==> src/rtl/hazard_fwd_unit.sv <==
// Hazard/forwarding responder for the 5-stage MIPS pipeline: shadows EX/ME/WB
// destinations and the HI/LO busy window, answers ID with forward selects and stop.
module hazard_fwd_unit #(
    parameter int MULT_LAT = 4,
    parameter int DIV_LAT  = 32,
    parameter int CNT_W    = 6
) (
    input  logic       clk,
    input  logic       resetn,
    input  logic [4:0] for_SrcA,
    input  logic [4:0] for_SrcB,
    input  logic       id_valid,
    input  logic       id_wen,
    input  logic [4:0] id_waddr,
    input  logic       id_is_load,
    input  logic       id_is_mult,
    input  logic       id_is_div,
    input  logic       id_rd_hilo,
    input  logic       id_to_ex_fire,
    input  logic       ex_to_me_fire,
    input  logic       me_to_wb_fire,
    input  logic       load_data_ok,
    input  logic       flush,
    output logic [2:0] forwardA,
    output logic [2:0] forwardB,
    output logic       stop,
    output logic       mdu_busy
);

    typedef struct packed {
        logic       valid;
        logic       wen;
        logic [4:0] waddr;
        logic       load;
    } slot_t;

    slot_t            r_ex, r_me, r_wb;
    logic [CNT_W-1:0] r_cnt;
    logic [3:0]       w_selA, w_selB;
    logic             w_hilo_stall;

    // Result is {hazard, code}; the youngest matching producer decides alone.
    function automatic logic [3:0] fwd_sel(input logic [4:0] src, input slot_t ex,
                                           input slot_t me, input slot_t wb,
                                           input logic ld_ok);
        logic m_ex, m_me, m_wb;
        m_ex = ex.valid & ex.wen & (ex.waddr == src) & (src != 5'd0);
        m_me = me.valid & me.wen & (me.waddr == src) & (src != 5'd0);
        m_wb = wb.valid & wb.wen & (wb.waddr == src) & (src != 5'd0);
        if (m_ex)      fwd_sel = ex.load ? 4'b1_000 : 4'b0_001;
        else if (m_me) fwd_sel = !me.load ? 4'b0_010 : (ld_ok ? 4'b0_100 : 4'b1_000);
        else if (m_wb) fwd_sel = 4'b0_011;
        else           fwd_sel = 4'b0_000;
    endfunction

    always_ff @(posedge clk or negedge resetn) begin
        if (!resetn) begin
            r_ex  <= '0;
            r_me  <= '0;
            r_wb  <= '0;
            r_cnt <= '0;
        end else begin
            if (flush)              r_ex <= '0;
            else if (id_to_ex_fire) r_ex <= '{1'b1, id_wen, id_waddr, id_is_load};
            else if (ex_to_me_fire) r_ex <= '0;

            if (flush)              r_me <= '0;
            else if (ex_to_me_fire) r_me <= r_ex;
            else if (me_to_wb_fire) r_me <= '0;

            r_wb <= me_to_wb_fire ? r_me : '0;

            // An issuing mult/div restarts the window; flush leaves it running.
            if (id_to_ex_fire && id_is_div)       r_cnt <= CNT_W'(DIV_LAT);
            else if (id_to_ex_fire && id_is_mult) r_cnt <= CNT_W'(MULT_LAT);
            else if (r_cnt != '0)                 r_cnt <= r_cnt - 1'b1;
        end
    end

    always_comb begin
        w_selA       = fwd_sel(for_SrcA, r_ex, r_me, r_wb, load_data_ok);
        w_selB       = fwd_sel(for_SrcB, r_ex, r_me, r_wb, load_data_ok);
        w_hilo_stall = mdu_busy & (id_rd_hilo | id_is_mult | id_is_div);
    end

    assign mdu_busy = (r_cnt != '0);
    assign forwardA = w_selA[2:0];
    assign forwardB = w_selB[2:0];
    assign stop     = id_valid & (w_selA[3] | w_selB[3] | w_hilo_stall);

endmodule

==> config.mk <==
export PLATFORM = sky130hd
export DESIGN_NAME = hazard_fwd_unit
export DESIGN_NICKNAME = d
export VERILOG_FILES = /design/src/rtl/hazard_fwd_unit.sv
export SDC_FILE = /design/constraint.sdc
export NUM_CORES = 1
export LEC_CHECK = 0
export ABC_AREA = 1
export CAP_MARGIN = 15
export CORE_MARGIN = 2
export CORE_UTILIZATION = 45
export DETAILED_ROUTE_END_ITERATION = 10
export GPL_TIMING_DRIVEN = 1
export PLACE_DENSITY_LB_ADDON = 0.2
export SLEW_MARGIN = 20
export SYNTH_ARGS = -nofsm -noshare
export SYNTH_HDL_FRONTEND = slang
export SYNTH_SLANG_ARGS = --single-unit
==> constraint.sdc <==
create_clock -name clk -period 4.3 [get_ports clk]
set_clock_uncertainty 0.05 [all_clocks]
set_input_delay 0.43 -clock clk [delete_from_list [all_inputs] [get_ports clk]]
set_output_delay 0.43 -clock clk [all_outputs]
set_load 0.05 [all_outputs]
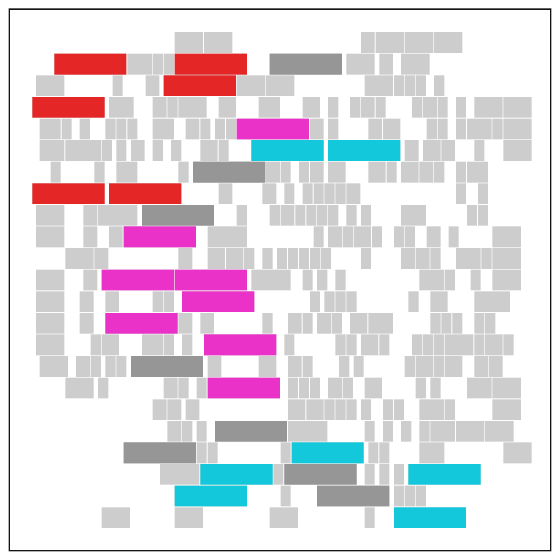
(run_1/flops_by_reg.png)
- red: `r_cnt` (sequential cells 6; where upper left)
- magenta: `r_ex` (sequential cells 8)
- cyan: `r_wb` (sequential cells 7)

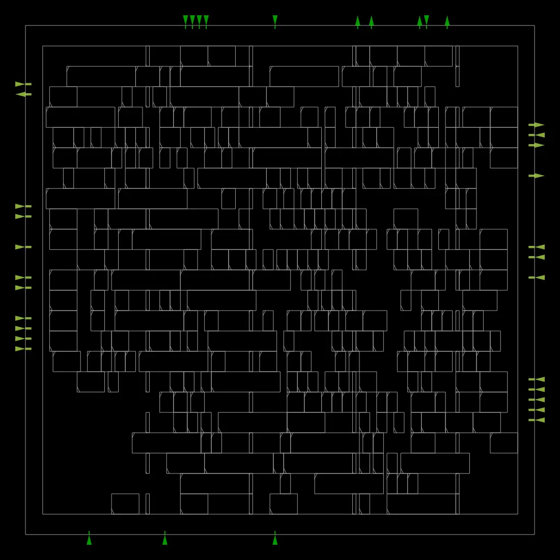
(run_1/placement.png)
fill cell count: 399
Post-Layout Cell Count: 360
number of well-tap cells placed: 50
core occupancy in the finished layout: 58.9%
Seq cells: 29

==> impl_metrics.py, run 1 <==
# Flow results
metrics = {
    "run_status": {
        "outcome": "complete, no violations",
    },
    "cts": {
        "clockRootBuffer": "sky130_fd_sc_hd__clkbuf_8",
        "cts_hold_buf": 0,
        "cts_num_sinks": 29,
        "clkTransAtPathRegs_ns": 0.06,
        "clock_path_buffers": 2,
        "post_cts_buffers": 0,
        "cts_max_level": 2,
    },
    "placed_design": {
        "placed_area_um2": 2260,
        "dp.final_hpwl_um": 3690,
        "gp_routability_congestion": 0.986,
        "port_buffers": 35,
        "dp_cells": 352,
    },
    "timing": {
        "grt_setup_unrepaired": "false",
        "timing.fmax_mhz": 323,
        "fin_tns_setup_ns": 0,
        "final_cycle_utilization_of_the_critical_path_pct": 71.9,
        "final_report_hold_violation_count": 0,
        "slew_violations": 0,
        "worst_hold_slack_ns": 0.443,
        "worstMarginPinSlew_ns": 0.583,
        "max_slew_margin_pct": 61.0,
    },
    "floorplan": {
        "fp-utilization_pct": 46.4,
        "pin_count": 36,
        "rows": 23,
        "die_width_um": 68.0,
        "die_height_um": 68.0,
        "fp.dieArea_um2": 4630,
    },
    "logic_synthesis": {
        "largest_area_cell": "sky130_fd_sc_hd__dfrtp_1",
        "syn_area_um2": 1840,
        "simple_gate_share_pct": 33.2,
        "yosys.area_share.aoi_pct": 12.5,
        "chip_area_line_of_the_yosys_report_um2": 1840,
        "post_synth.cell_area_avg_um2": 6.88,
        "postSynthNetCount": 297,
        "synthFlopType": "sky130_fd_sc_hd__dfrtp_1",
        "edf_count": 0,
        "most_common_cell": "sky130_fd_sc_hd__nand2_1",
        "adder_share_pct": 0.678,
        "ys_sh_mux_pct": 0,
        "synth_xor_xnor_area_share_pct": 4.27,
        "synth_cells": 268,
    },
    "pwr": {
        "p_int_mw": 0.517,
        "clock_power_share_pct": 27.4,
        "net_switching_power_mw": 0.260,
        "p_per_area_nw_per_um2": 332,
        "portion_of_total_power_attributed_to_sequential_cells_pct": 42.4,
        "vdd.ir_drop.worst_uv": 262,
    },
    "setup_path": {
        "timing.critical_path.from_type": "primary input",
        "timing.critical_path.max_delay_family": "buffers and inverters",
        "worstSetupEndpointType": "output port",
        "crit_path_max_fanout": 4,
        "cp_cell_sequence": "clkdlybuf4s50_1 > inv_2 > nand2_1 > nand2_1 > clkinv_1 > nand2_1 > nor2_2 > nand3_1 > nor2_2 > nor2_2 > a21oi_2 > clkdlybuf4s50_1",
        "crit_slowest_cell": "sky130_fd_sc_hd__clkdlybuf4s50_1",
        "cp_data_required_time_ns": 3.82,
    },
    "cells_and_area": {
        "antenna-diode-count": 0,
        "finalInstanceArea_um2": 2340,
        "layout_cell_share_with_drive_strength_beyond_1_pct": 11.3,
        "flow.area_growth_from_synthesis_pct": 26.8,
    },
    "global_routing": {
        "grt_overflow_total": 0,
        "track_usage_pct": 22.0,
        "antenna_found_initial": 0,
        "grt_pass1_wl_um": 7370,
    },
    "drt": {
        "via_count_of_the_routed_design": 1794,
        "initialDrtViolationCount": 65,
        "via_per_inst": 4.98,
        "wl_um": 4510,
    },
    "job": {
        "cap_viol_max_count": 0,
    },
}
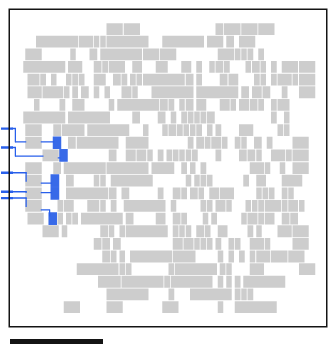
(run_1/io_fan.png)
Scale bar: 20 µm.
- blue: `id_waddr` (bits 5; direction input; edge left; end cells 5; buffers 5; wire 38.3 µm)

run 1: final timing paths:
path	from	endpoint	slack, ns	depth (start not counted)
setup / recovery	for_SrcB[1]	stop	1.21	12
hold / removal	r_me[6]	r_wb[6]	0.44	2
setup reg to reg	r_cnt[0]	r_cnt[2]	2.92	7
hold reg to reg	r_me[6]	r_wb[6]	0.44	2
max in group asynchronous	resetn	r_cnt[1]	3.09	2
min in group asynchronous	resetn	r_ex[5]	0.47	1
run 1: power groups by stage:
stage	Sequential (mW)	Combinational [mW]	Clock (mW)
after detailed placement	0.334	0.235	0
after floorplan	0.329	0.163	0
after global routing	0.334	0.267	0.232
after CTS	0.329	0.236	0.216
after global placement	0.333	0.233	0
final	0.329	0.235	0.213
run 1: sequential cells by signal (all words and copies together), names as in the netlist:
register  count
r_ex          8
r_me          8
r_wb          7
r_cnt         6
run 1: layout make-up:
class | instances | area [µm²]
fill | 399 | 1630
multi-input combinational | 190 | 933
sequential | 29 | 726
timing repair buffer | 36 | 358
inverter | 47 | 176
clock buffer | 6 | 72.6
tap | 50 | 62.6
clock inverter | 2 | 10.0
run 1: per-layer routing:
metal / track usage (%) / vias up / part of all wire (%)
met5: 0 / - / 0
met4: 11.3 / 0 / 2.4
met3: 5.26 / 10 / 5.4
met2: 33.5 / 62 / 45
met1: 29.2 / 792 / 48
li1: - / 930 / -
run 1: tightest hold or removal path: stages, from the launching register on:
cell and delay (ns):
sky130_fd_sc_hd__dfrtp_1 0.37, sky130_fd_sc_hd__nand2_1 0.06, sky130_fd_sc_hd__inv_1 0.04
run 1: placed cells by master, fill, tap and decap left out:
cell	Yosys	layout
sky130_fd_sc_hd__inv_2	12	12
sky130_fd_sc_hd__buf_4	0	1
sky130_fd_sc_hd__a221oi_1	1	1
sky130_fd_sc_hd__a21oi_2	1	1
sky130_fd_sc_hd__clkinv_1	1	1
sky130_fd_sc_hd__nand3_1	21	21
sky130_fd_sc_hd__dfrtp_1	29	29
sky130_fd_sc_hd__nor2_2	8	8
sky130_fd_sc_hd__o2111ai_1	1	1
sky130_fd_sc_hd__or2_2	1	1
sky130_fd_sc_hd__a211oi_1	2	2
sky130_fd_sc_hd__o31ai_1	1	1
sky130_fd_sc_hd__a21boi_0	1	1
sky130_fd_sc_hd__nor3_1	2	2
sky130_fd_sc_hd__clkinv_2	0	2
sky130_fd_sc_hd__xnor2_1	7	7
sky130_fd_sc_hd__nand4_2	1	1
sky130_fd_sc_hd__a21oi_1	8	8
sky130_fd_sc_hd__inv_1	34	34
sky130_fd_sc_hd__clkbuf_1	1	1
sky130_fd_sc_hd__o22ai_1	9	9
sky130_fd_sc_hd__nor2_1	22	22
sky130_fd_sc_hd__o211ai_1	1	1
sky130_fd_sc_hd__nand4_1	2	2
sky130_fd_sc_hd__o21ai_0	11	11
sky130_fd_sc_hd__nand2_1	80	80
sky130_fd_sc_hd__xor2_1	2	2
sky130_fd_sc_hd__o21ai_1	3	3
sky130_fd_sc_hd__nand2_2	2	2
sky130_fd_sc_hd__nand3_2	2	2
sky130_fd_sc_hd__clkbuf_8	0	5
sky130_fd_sc_hd__clkdlybuf4s50_1	0	35
sky130_fd_sc_hd__ha_1	1	1
## Run 2: what changed since run 1
Clock period 4.3 ns to 2.81 ns, I/O delays scaled along.
==> run 2 against run 1 <==
Effect of this change:
- critical endpoint is now mdu_busy
- non-clock buffer count unchanged
- power increased by 56%
- hold slack got worse by 0.11 ns
- sequential share of layout area increased by 0.10 points
==> impl_metrics.py, run 2 <==
# Flow results
metrics = {
    "run_status": {
        "outcome": "complete, no violations",
    },
    "cells_and_area": {
        "layout_cell_share_with_drive_strength_beyond_1_pct": 12.9,
        "finalCoreUtilization_pct": 58.7,
        "antenna-diode-count": 0,
        "layout_top_cell_excl_fill_tap": "sky130_fd_sc_hd__nand2_1",
        "final_nets": 338,
        "most-common-layout-cells": "sky130_fd_sc_hd__nand2_1 (80), sky130_fd_sc_hd__inv_1 (34), sky130_fd_sc_hd__dfrtp_1 (29)",
        "registers_with_the_most_flip_flops": "r_ex x8, r_me x8, r_wb x7",
        "flow.area_growth_from_synthesis_pct": 26.4,
        "fillerInstances": 421,
    },
    "worst_hold_path": {
        "min_path_type": "primary input to async pin",
    },
    "floorplan": {
        "die_height_um": 68.0,
        "fp-utilization_pct": 46.4,
        "pin_count": 36,
        "die_width_um": 68.0,
        "fp.dieArea_um2": 4630,
        "rows": 23,
    },
    "logic_synthesis": {
        "edf_count": 0,
        "yosys.stat.seqShare_pct": 39.3,
        "syn_area_um2": 1840,
        "postSynthNetCount": 297,
        "post_synth.cell_area_avg_um2": 6.88,
        "synth_cells": 268,
        "chip_area_line_of_the_yosys_report_um2": 1840,
        "largest_area_cell": "sky130_fd_sc_hd__dfrtp_1",
        "synthFlopType": "sky130_fd_sc_hd__dfrtp_1",
        "yosys-top-cells-area": "sky130_fd_sc_hd__dfrtp_1 (39%), sky130_fd_sc_hd__nand2_1 (16%), sky130_fd_sc_hd__inv_1 (6.9%)",
        "top_area_share_pct": 39.3,
        "yosysWarningCount": 0,
        "most_common_cell": "sky130_fd_sc_hd__nand2_1",
        "synth.ff_latch_count": 29,
    },
    "placed_design": {
        "port_buffers": 35,
        "dp.final_hpwl_um": 3730,
        "gp_routability_congestion": 1.05,
    },
    "timing": {
        "grt_setup_unrepaired": "false",
        "slew_violations": 0,
        "timing.fmax_mhz": 425,
        "final_report_hold_violation_count": 0,
        "max_slew_margin_pct": 67.2,
        "final_cycle_utilization_of_the_critical_path_pct": 83.8,
        "fin_tns_setup_ns": 0,
        "min_period_ns": 2.36,
        "worstMarginPinSlew_ns": 0.490,
    },
    "global_routing": {
        "antenna_found_initial": 0,
        "met2_usage_pct": 35.2,
        "grt_most_used_layer": "met2",
        "track_usage_pct": 23.6,
        "grt.met1_usage_pct": 32.3,
        "first_global_vias": 1696,
        "grt_max_degree": 30,
        "grt_pass1_wl_um": 7860,
        "groute.layer.met3.usage_pct": 4.77,
        "grt_overflow_total": 0,
    },
    "drt": {
        "via_count_of_the_routed_design": 1841,
        "drt-pass1-iter-count": 4,
        "wl_um": 4770,
        "antenna_violating_nets_remaining": 0,
        "via_per_inst": 5.11,
        "post-route-drc-count": 0,
        "initialDrtViolationCount": 118,
    },
    "cts": {
        "clkTransAtPathRegs_ns": 0.06,
        "post_cts_buffers": 0,
        "cts_max_level": 2,
        "clockRootBuffer": "sky130_fd_sc_hd__clkbuf_8",
        "clock_path_buffers": 2,
        "cts_num_sinks": 29,
        "tritoncts": "yes",
        "cts_hold_buf": 0,
    },
    "pwr": {
        "p_per_area_nw_per_um2": 518,
        "vdd.ir_drop.worst_uv": 336,
        "static-leakage-power_nw": 1.13,
    },
    "setup_path": {
        "timing.critical_path.from_type": "flip-flop",
        "cp_data_required_time_ns": 2.48,
        "critPathArrivalTime_ns": 2.02,
        "worstSetupEndpointType": "output port",
        "crit_path_max_fanout": 7,
    },
    "job": {
        "cap_viol_max_count": 0,
    },
}
-- run 2: cells by family (layout without fill, tap and decap cells) --
logic type	count (synthesis)	count (layout)	synth area share, %
compound gates	39	39	12.5
xor+xnor	9	9	4.27
fa+ha+maj	1	1	0.678
buf+inv	49	91	10.0
flops	29	29	39.3
simple gates	141	141	33.2
-- run 2: worst paths after layout --
check / start / end / slack (ns) / cells after the start
setup reg to reg: r_cnt[0] / r_cnt[2] / 1.41 / 7
hold / removal: resetn / r_ex[3] / 0.33 / 2
max in group asynchronous: resetn / r_cnt[1] / 2.09 / 2
min in group clk: r_me[6] / r_wb[6] / 0.44 / 2
hold reg to reg: r_me[6] / r_wb[6] / 0.44 / 2
setup / recovery: r_cnt[0] / mdu_busy / 0.45 / 6
-- run 2: routing by layer --
metal | part of all wire, % | vias up
li1 | - | 937
met5 | 0 | -
met4 | 3.3 | 0
met1 | 48 | 827
met2 | 43 | 64
met3 | 5.7 | 13
-- run 2: cell type report --
| class | count | area, µm² | share of cell area (%) |
|---|---|---|---|
| clock buffers | 8 | 80.1 | 3.44 |
| inverters | 47 | 176 | 7.57 |
| multi-input cells | 190 | 933 | 40.0 |
| flip-flops and latches | 29 | 726 | 31.1 |
| well taps | 50 | 62.6 | 2.68 |
| repair buffers | 36 | 353 | 15.1 |
-- run 2: per-stage QoR --
stage | total power [mW] | cell area [µm²] | cells | hold WS (ns) | setup WS [ns]
floorplan | 0.753 | 1840 | 268 | -0.0646 | 0.757
global placement | 0.876 | 2250 | 352 | 0.424 | 0.602
detailed placement | 0.880 | 2250 | 352 | 0.427 | 0.610
CTS | 1.21 | 2330 | 360 | 0.345 | 0.442
global route | 1.29 | 2330 | 360 | 0.363 | 0.366
finish | 1.21 | 2330 | 360 | 0.333 | 0.455
-- run 2: critical path, stage by stage, from the launching register on --
cell	delay (ns)
sky130_fd_sc_hd__dfrtp_1	0.32
sky130_fd_sc_hd__inv_1	0.06
sky130_fd_sc_hd__ha_1	0.22
sky130_fd_sc_hd__nand2_1	0.11
sky130_fd_sc_hd__nor2_2	0.05
sky130_fd_sc_hd__nand2_2	0.14
sky130_fd_sc_hd__clkdlybuf4s50_1	0.83
-- run 2: report_power, final --
group / switching (mW) / internal (mW) / leakage (nW)
Combinational: 0.214 / 0.158 / 0.705
Clock: 0.156 / 0.176 / 0.0395
Sequential: 0.0375 / 0.468 / 0.389
Total: 0.407 / 0.802 / 1.13
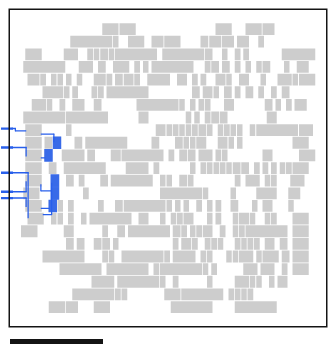
(run_2/io_fan.png)
Scale bar: 20 µm.
- blue: `id_waddr` (bits 5; direction input; edge left; end cells 5; buffers 5; wire 51.1 µm)

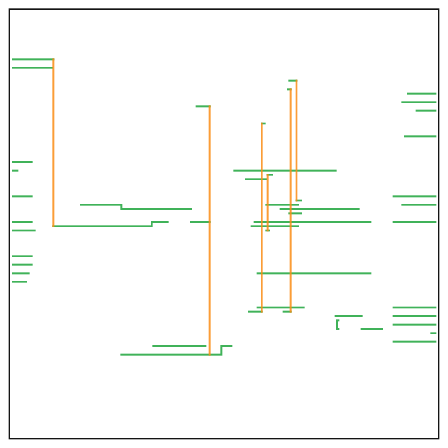
(run_2/wires.png)
Only two layers are drawn.
- orange: metal 4 (wire length 159 µm)
- green: metal 3 (wire length 274 µm)

## Run 3: what changed since run 2
Clock period 2.81 ns to 1.9 ns, I/O delays scaled along.
==> run 3 against run 2 <==
Effect of this change:
- the flow now finishes with violations (negative setup slack)
- die size unchanged
- design area up 16%
- sequential power up 49%
- clock power up 62%
- critical path depth up 5
==> impl_metrics.py, run 3 <==
# Flow results
metrics = {
    "drt": {
        "via_count_of_the_routed_design": 1937,
        "antenna_violating_nets_remaining": 0,
        "initialDrtViolationCount": 79,
        "drt-pass1-iter-count": 4,
        "via_per_inst": 5.11,
        "post-route-drc-count": 0,
    },
    "global_routing": {
        "antenna_found_initial": 0,
        "track_usage_pct": 23.1,
        "first_global_vias": 1727,
        "grt_max_degree": 30,
        "grt_pass1_wl_um": 7780,
        "grt_overflow_total": 0,
    },
    "cells_and_area": {
        "antenna-diode-count": 0,
        "fillerInstances": 328,
        "layout_top_cell_excl_fill_tap": "sky130_fd_sc_hd__nand2_1",
        "most-common-layout-cells": "sky130_fd_sc_hd__nand2_1 (69), sky130_fd_sc_hd__dfrtp_1 (28), sky130_fd_sc_hd__inv_2 (23), sky130_fd_sc_hd__inv_1 (23)",
        "finalCoreUtilization_pct": 68.4,
        "registers_with_the_most_flip_flops": "r_ex x8, r_me x8, r_wb x7",
        "layout_cell_share_with_drive_strength_beyond_1_pct": 31.0,
    },
    "logic_synthesis": {
        "largest_area_cell": "sky130_fd_sc_hd__dfrtp_1",
        "post_synth.cell_area_avg_um2": 6.88,
        "synthFlopType": "sky130_fd_sc_hd__dfrtp_1",
        "yosys.stat.seqShare_pct": 39.3,
        "yosys-top-cells-area": "sky130_fd_sc_hd__dfrtp_1 (39%), sky130_fd_sc_hd__nand2_1 (16%), sky130_fd_sc_hd__inv_1 (6.9%)",
        "yosysWarningCount": 0,
        "netlist-cell-type-count": 30,
        "top_area_share_pct": 39.3,
        "edf_count": 0,
        "postSynthNetCount": 297,
        "synth_cells": 268,
        "chip_area_line_of_the_yosys_report_um2": 1840,
        "syn_area_um2": 1840,
    },
    "setup_path": {
        "timing.critical_path.from_type": "flip-flop",
        "crit_path_max_fanout": 4,
        "critPathArrivalTime_ns": 1.70,
        "r2r_cells": 8,
        "worstSetupEndpointType": "output port",
    },
    "timing": {
        "final_report_hold_violation_count": 0,
        "slew_violations": 0,
        "min_period_ns": 1.94,
        "grt_setup_unrepaired": "true",
        "setup_viol_count_final": 1,
        "final_cycle_utilization_of_the_critical_path_pct": 102,
        "worstMarginPinSlew_ns": 0.378,
        "timing.fmax_mhz": 515,
        "final.setup.worst_slack_ns": -0.0425,
    },
    "floorplan": {
        "pin_count": 36,
        "placeableCoreArea_um2": 3970,
        "rows": 23,
        "fp.dieArea_um2": 4630,
        "fp-utilization_pct": 46.4,
        "die_height_um": 68.0,
        "die_width_um": 68.0,
    },
    "placed_design": {
        "placed_area_um2": 2400,
        "dp.final_hpwl_um": 3790,
        "port_buffers": 35,
        "gp_routability_congestion": 0.950,
    },
    "pwr": {
        "clock_power_share_pct": 27.1,
        "sw_ratio_pct": 33.7,
        "vdd.ir_drop.worst_uv": 683,
        "static-leakage-power_nw": 1.30,
        "net_switching_power_mw": 0.667,
        "p_int_mw": 1.31,
        "post-layout-total-power_mw": 1.98,
    },
    "cts": {
        "cts_max_level": 2,
        "clkTransAtPathRegs_ns": 0.07,
        "tritoncts": "yes",
        "cts_num_sinks": 29,
        "clockRootBuffer": "sky130_fd_sc_hd__clkbuf_8",
        "cts_hold_buf": 0,
        "clock_path_buffers": 2,
    },
    "run_status": {
        "failed_checks": "negative setup slack",
        "outcome": "finished, violations left",
    },
    "job": {
        "cap_viol_max_count": 0,
    },
}
[run 3: cell counts after synthesis]
No cell type changed its count.
[run 3: worst max-delay path, delay by kind of cell, from the launching register on]
kind,cells,cell delay [ns]
and+or+nand+nor,7,0.52
buffers and inverters,3,0.27
DFF,1,0.45
AOI/OAI and AO/OA,1,0.16
[run 3: layout make-up]
class | instances | area [µm²] | area share (%)
Clock inverter | 2 | 13.8 | 0.507
Timing Repair Buffer | 55 | 584 | 21.5
Clock buffer | 6 | 82.6 | 3.04
Multi-Input combinational cell | 190 | 1070 | 39.4
Tap cell | 50 | 62.6 | 2.30
Sequential cell | 29 | 727 | 26.8
Inverter | 47 | 176 | 6.50
[run 3: cells by family after synthesis]
family | synth area share (%)
adders and majority gates | 0.678
DFF | 39.3
and+or+nand+nor | 33.2
buffers and inverters | 10.0
xor gates and xnor gates | 4.27
AOI/OAI and AO/OA | 12.5
[run 3: stage by stage]
stage / instances / setup WS [ns] / hold WS [ns] / setup TNS, ns
final: 379 / -0.0425 / 0.233 / -0.0425
after global placement: 360 / -0.104 / 0.424 / -0.357
after floorplan: 268 / 0.0768 / -0.156 / 0
after CTS: 371 / -0.0593 / 0.242 / -0.0593
after detailed placement: 360 / -0.0885 / 0.437 / -0.328
after global routing: 379 / -0.133 / 0.259 / -0.474
[run 3: layer usage]
metal / wire length, µm / vias up / GRT usage [%]
li1: - / 976 / -
met1: 2170 / 893 / 31.1
met2: 2430 / 58 / 36.5
met3: 284 / 10 / 4.61
met4: 76 / 0 / 9.25
met5: 0 / - / 0
[run 3: what timing repair did]
action | 4_1_cts | 5_1_grt
setup endpoints to repair | 6 | 7
buffers inserted | 3 | 8
gates resized | 20 | 35
pin swaps | 4 | 18
[run 3: path summary, 6_finish.rpt]
path / from / to / slack (ns)
max: r_me[4] / stop / -0.04
min: resetn / r_me[3] / 0.23
max reg2reg: r_cnt[1] / r_cnt[0] / 0.53
min reg2reg: r_me[6] / r_wb[6] / 0.46
max in group asynchronous: resetn / r_me[4] / 1.27
min in group clk: id_wen / r_ex[6] / 0.44
[run 3: power groups by stage]
stage	registers, mW	clock network, mW	logic (mW)
final	0.752	0.535	0.691
after global routing	0.763	0.578	0.780
after CTS	0.750	0.547	0.641
after detailed placement	0.757	0	0.598
after global placement	0.755	0	0.589
after floorplan	0.744	0	0.375
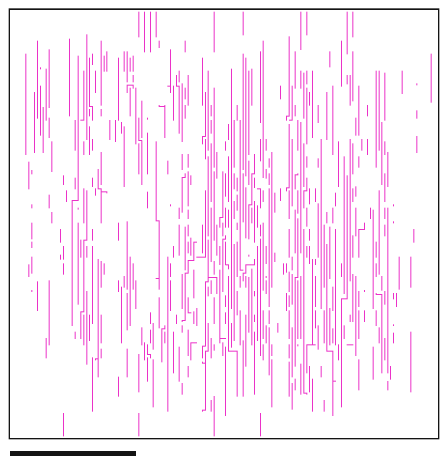
(run_3/layer_met2.png)
Scale bar: 20 µm.
- wire length on this layer: 2430 µm
- nets with wire on the layer: 296
- longest straight run: 38.1 µm
- main direction: vertical

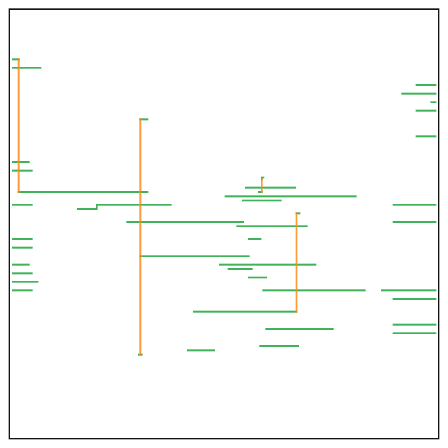
(run_3/wires.png)
Only two layers are drawn.
- green: metal 3 (wire length 285 µm)
- orange: metal 4 (wire length 76.2 µm)

No activity file was given, so power comes from the tool's default toggle rates.
